<file path="src/rtl/mic1_microsequencer_if.sv">
// Signal bundle between the MIC-1 microsequencer, its control store and the datapath.
// The master modport is the sequencer side. The slave modport is the store/datapath side.
interface mic1_microsequencer_if;
  logic [8:0]  cs_addr;
  logic [35:0] cs_data;
  logic        alu_n;
  logic        alu_z;
  logic [7:0]  mbr;
  logic        mem_done;
  logic        f0;
  logic        f1;
  logic        ena;
  logic        enb;
  logic        inva;
  logic        inc;
  logic        sll8;
  logic        sra1;
  logic [8:0]  c_en;
  logic [3:0]  b_sel;
  logic        mem_write;
  logic        mem_read;
  logic        mem_fetch;
  logic [8:0]  mpc;
  logic        halted;

  modport master (
    output cs_addr, f0, f1, ena, enb, inva, inc, sll8, sra1, c_en, b_sel,
           mem_write, mem_read, mem_fetch, mpc, halted,
    input  cs_data, alu_n, alu_z, mbr, mem_done
  );

  modport slave (
    input  cs_addr, f0, f1, ena, enb, inva, inc, sll8, sra1, c_en, b_sel,
           mem_write, mem_read, mem_fetch, mpc, halted,
    output cs_data, alu_n, alu_z, mbr, mem_done
  );
endinterface

</file>
<file path="src/rtl/mic1_microsequencer.sv">
// MIC-1 microsequencer: holds MPC and MIR, and fetches from a combinational control store.
// It decodes datapath controls in EXEC and forms the next address from the JAM/JMPC bits.
module mic1_microsequencer #(
  parameter logic [8:0] RESET_ADDR = 9'h000,
  parameter logic [8:0] HALT_ADDR  = 9'h1FF
) (
  input logic                  clk,
  input logic                  rst_n,
  mic1_microsequencer_if.master bus
);
  localparam logic [2:0] S_INIT  = 3'd0;
  localparam logic [2:0] S_EXEC  = 3'd1;
  localparam logic [2:0] S_MWAIT = 3'd2;
  localparam logic [2:0] S_FETCH = 3'd3;
  localparam logic [2:0] S_HALT  = 3'd4;

  logic [2:0]  state;
  logic [35:0] mir;
  logic [8:0]  mpc_q;
  logic        n_q;
  logic        z_q;
  logic [7:0]  mbr_q;
  logic [8:0]  next_addr;
  logic        exec;

  // Next-address generation is a pure OR, so JMPC never carries into NEXT_ADDR bits.
  always_comb begin
    next_addr = mir[35:27]
              | (mir[26] ? {1'b0, mbr_q} : 9'h000)
              | {((mir[25] & n_q) | (mir[24] & z_q)), 8'h00};
  end

  always_comb begin
    case (state)
      S_INIT:  bus.cs_addr = RESET_ADDR;
      S_FETCH: bus.cs_addr = next_addr;
      default: bus.cs_addr = mpc_q;
    endcase
  end

  assign exec          = (state == S_EXEC);
  assign bus.sll8      = exec & mir[23];
  assign bus.sra1      = exec & mir[22];
  assign bus.f0        = exec & mir[21];
  assign bus.f1        = exec & mir[20];
  assign bus.ena       = exec & mir[19];
  assign bus.enb       = exec & mir[18];
  assign bus.inva      = exec & mir[17];
  assign bus.inc       = exec & mir[16];
  assign bus.c_en      = exec ? mir[15:7] : 9'h000;
  assign bus.mem_write = exec & mir[6];
  assign bus.mem_read  = exec & mir[5];
  assign bus.mem_fetch = exec & mir[4];
  assign bus.b_sel     = exec ? mir[3:0] : 4'h0;
  assign bus.mpc       = mpc_q;
  assign bus.halted    = (state == S_HALT);

  always_ff @(posedge clk or negedge rst_n) begin
    if (!rst_n) begin
      state <= S_INIT;
      mir   <= 36'h0;
      mpc_q <= RESET_ADDR;
      n_q   <= 1'b0;
      z_q   <= 1'b0;
      mbr_q <= 8'h00;
    end else begin
      case (state)
        S_INIT: begin
          mir   <= bus.cs_data;
          mpc_q <= RESET_ADDR;
          state <= (RESET_ADDR == HALT_ADDR) ? S_HALT : S_EXEC;
        end
        S_EXEC: begin
          n_q <= bus.alu_n;
          z_q <= bus.alu_z;
          if (mir[6:4] != 3'b000) begin
            state <= S_MWAIT;
          end else begin
            mbr_q <= bus.mbr;
            state <= S_FETCH;
          end
        end
        S_MWAIT: begin
          if (bus.mem_done) begin
            mbr_q <= bus.mbr;
            state <= S_FETCH;
          end
        end
        S_FETCH: begin
          mpc_q <= next_addr;
          mir   <= bus.cs_data;
          state <= (next_addr == HALT_ADDR) ? S_HALT : S_EXEC;
        end
        S_HALT:  state <= S_HALT;
        default: state <= S_INIT;
      endcase
    end
  end
endmodule

</file>
<file path="src/flat_wrapper.sv">
// flat-port wrapper written by rule: the top's interface ports become plain ports
module mic1_microsequencer_flat 
#(
  parameter logic [8:0] RESET_ADDR = 9'h000,
  parameter logic [8:0] HALT_ADDR  = 9'h1FF
)
  (clk, rst_n, bus_cs_addr, bus_f0, bus_f1, bus_ena, bus_enb, bus_inva, bus_inc, bus_sll8, bus_sra1, bus_c_en, bus_b_sel, bus_mem_write, bus_mem_read, bus_mem_fetch, bus_mpc, bus_halted, bus_cs_data, bus_alu_n, bus_alu_z, bus_mbr, bus_mem_done);
  mic1_microsequencer_if bus_i ();
  input logic clk;
  input logic rst_n;
  output wire logic [$bits(bus_i.cs_addr)-1:0] bus_cs_addr;
  output wire logic [$bits(bus_i.f0)-1:0] bus_f0;
  output wire logic [$bits(bus_i.f1)-1:0] bus_f1;
  output wire logic [$bits(bus_i.ena)-1:0] bus_ena;
  output wire logic [$bits(bus_i.enb)-1:0] bus_enb;
  output wire logic [$bits(bus_i.inva)-1:0] bus_inva;
  output wire logic [$bits(bus_i.inc)-1:0] bus_inc;
  output wire logic [$bits(bus_i.sll8)-1:0] bus_sll8;
  output wire logic [$bits(bus_i.sra1)-1:0] bus_sra1;
  output wire logic [$bits(bus_i.c_en)-1:0] bus_c_en;
  output wire logic [$bits(bus_i.b_sel)-1:0] bus_b_sel;
  output wire logic [$bits(bus_i.mem_write)-1:0] bus_mem_write;
  output wire logic [$bits(bus_i.mem_read)-1:0] bus_mem_read;
  output wire logic [$bits(bus_i.mem_fetch)-1:0] bus_mem_fetch;
  output wire logic [$bits(bus_i.mpc)-1:0] bus_mpc;
  output wire logic [$bits(bus_i.halted)-1:0] bus_halted;
  input wire logic [$bits(bus_i.cs_data)-1:0] bus_cs_data;
  input wire logic [$bits(bus_i.alu_n)-1:0] bus_alu_n;
  input wire logic [$bits(bus_i.alu_z)-1:0] bus_alu_z;
  input wire logic [$bits(bus_i.mbr)-1:0] bus_mbr;
  input wire logic [$bits(bus_i.mem_done)-1:0] bus_mem_done;
  assign bus_cs_addr = bus_i.cs_addr;
  assign bus_f0 = bus_i.f0;
  assign bus_f1 = bus_i.f1;
  assign bus_ena = bus_i.ena;
  assign bus_enb = bus_i.enb;
  assign bus_inva = bus_i.inva;
  assign bus_inc = bus_i.inc;
  assign bus_sll8 = bus_i.sll8;
  assign bus_sra1 = bus_i.sra1;
  assign bus_c_en = bus_i.c_en;
  assign bus_b_sel = bus_i.b_sel;
  assign bus_mem_write = bus_i.mem_write;
  assign bus_mem_read = bus_i.mem_read;
  assign bus_mem_fetch = bus_i.mem_fetch;
  assign bus_mpc = bus_i.mpc;
  assign bus_halted = bus_i.halted;
  assign bus_i.cs_data = bus_cs_data;
  assign bus_i.alu_n = bus_alu_n;
  assign bus_i.alu_z = bus_alu_z;
  assign bus_i.mbr = bus_mbr;
  assign bus_i.mem_done = bus_mem_done;
  mic1_microsequencer #(.RESET_ADDR(RESET_ADDR), .HALT_ADDR(HALT_ADDR)) u_core (.clk(clk), .rst_n(rst_n), .bus(bus_i));
endmodule
</file>
<file path="config.mk">
export PLATFORM = sky130hd
export DESIGN_NAME = mic1_microsequencer_flat
export DESIGN_NICKNAME = d
export VERILOG_FILES = /design/src/rtl/mic1_microsequencer_if.sv /design/src/rtl/mic1_microsequencer.sv /design/src/flat_wrapper.sv
export SDC_FILE = /design/constraint.sdc
export NUM_CORES = 1
export LEC_CHECK = 0
export CORE_MARGIN = 5
export CORE_UTILIZATION = 30
export DETAILED_ROUTE_END_ITERATION = 10
export GPL_TIMING_DRIVEN = 1
export PLACE_DENSITY = 0.58
export SLEW_MARGIN = 10
export SYNTH_ARGS = -nofsm -noshare
export SYNTH_HDL_FRONTEND = slang
export SYNTH_SLANG_ARGS = --single-unit
export TNS_END_PERCENT = 1
</file>
<file path="constraint.sdc">
create_clock -name clk -period 1.83 [get_ports clk]
set_input_delay 0.183 -clock clk [delete_from_list [all_inputs] [get_ports clk]]
set_output_delay 0.183 -clock clk [all_outputs]
set_load 0.005 [all_outputs]
</file>
==> deck_impl_summary.md <==
Key Metrics from the Run

Synthesis
  – Mapped Area: 2540 um^2
  – Post-synthesis cell count: 268
  – Leading area contributor after synthesis: dfrtp_1
  – Cells in synth_stat.txt: 268
  – Flops out of synthesis: 58
  – Top cells, area: dfrtp_1, nand2_1, and2_1
  – Area figure in the yosys stat output: 2540 um^2
  – Ys async rst share: 1.00
  – Post-synth top cells: nand2_1, dfrtp_1, and2_1
  – Mapped Nets: 317
  – Aoi share: 0.0631
  – Top FF cell, synth: dfrtp_1
  – Count leader, synth: nand2_1
  – Basic Gates by Area: 0.286
  – Synth cell types: 30

Worst hold path
  – WHS Path Cells: 3
  – Worst hold endpoint: u_core.mir[21]
  – Hold WC Path Type: input port to flop

Clock network
  – Post-CTS sizing: 109
  – Bufs on Longest Clock Path: 2
  – Sink Count: 58
  – Clk latency late pin: 0.33 ns
  – Cts hold-fix bufs: 1
  – CTS root buf: clkbuf_8

Final layout
  – Largest Register: u_core.mir
  – Commonest Layout Cell: nand2_1
  – Layout non-clock buf frac: 0.282
  – Multi-In Gates: 196
  – Non-clock inverters: 2
  – Layout cell share with drive strength beyond 1: 0.282
  – Clock buffers and inverters, area share: 0.0461
  – Final Net Count: 437
  – Max FFs per register: 36
  – Comb/total area: 0.271

Route
  – DRC violations left: 0
  – Highest Signal Layer: met4
  – Vias/cell: 4.46
  – DR WL/cell: 13.9 um

Place
  – I/O Buffers: 91
  – Placed cells: 470
  – Dpl hpwl: 4870 um
  – Placed Instance Area: 3630 um^2

Power and ir drop
  – Comb pwr: 0.00376 W
  – Sequential share of power: 0.328
  – Sequential power: 0.00236 W
  – Pleak: 1.94 nW
  – Power share of the clock group: 0.150
  – Clk. pwr: 0.00108 W
  – VDD IR max: 0.658 mV
  – Sw Pwr: 0.00268 W
  – Internal power: 0.00452 W
  – Sw frac: 0.372

Critical path
  – Worst Setup SP: u_core.state[1]
  – Crit-path cells: nor2b_2, or3_4, buf_6, nand2_1, o21ai_2, clkdlybuf4s15_1
  – Critical path's largest stage delay: 0.42 ns
  – Worst r2r src: u_core.state[1]
  – Reg2Reg Depth: 7
  – CP max stage cell: or3_4
  – Critical path startpoint category: flop
  – Critical path's top delay family: simple AND/OR/NAND/NOR gates
  – CP Class: flop to output port

Run status
  – Outcome: finished, violations left
  – Violated checks: setup timing

Die
  – I/O pin count: 92
  – Chip height: 102 um
  – Row count: 33

Final timing
  – RSZ-0062 raised after global routing: yes
  – Fin. Hold Viols: 0
  – Setup WS post-layout: -0.135 ns
  – Count of final setup violators: 17
  – Post-route setup TNS: -1.03 ns

GRT
  – Number of global-route vias before repair: 2379
  – Most Used Layer, Global Route: met2
  – GRT Total Usage: 0.144

Flow run
  – Max-Cap Viols: 0
  – Log Warnings: 28
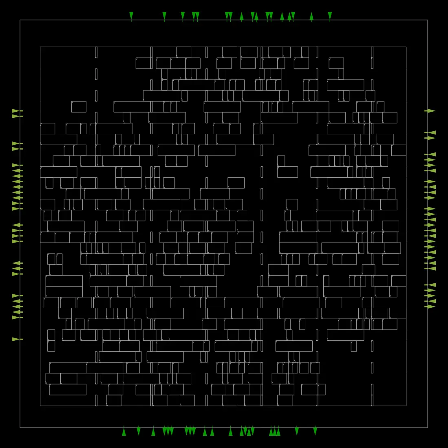
*Placement view*
sequential share of cell area: 0.366
Well Taps: 105

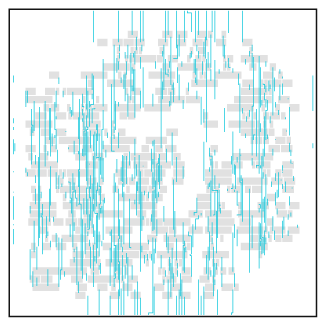
*The metal 2 layer*
Drawn at 3 px/um. Cells faint in the background.
The layer holds 47% of the routed length. The layer carries 3290 um of wire.
Via Count: 2219
Post-Route WL: 6930 um
M2 GR Usage: 0.230

No activity file was given, so power comes from the tool's default toggle rates.
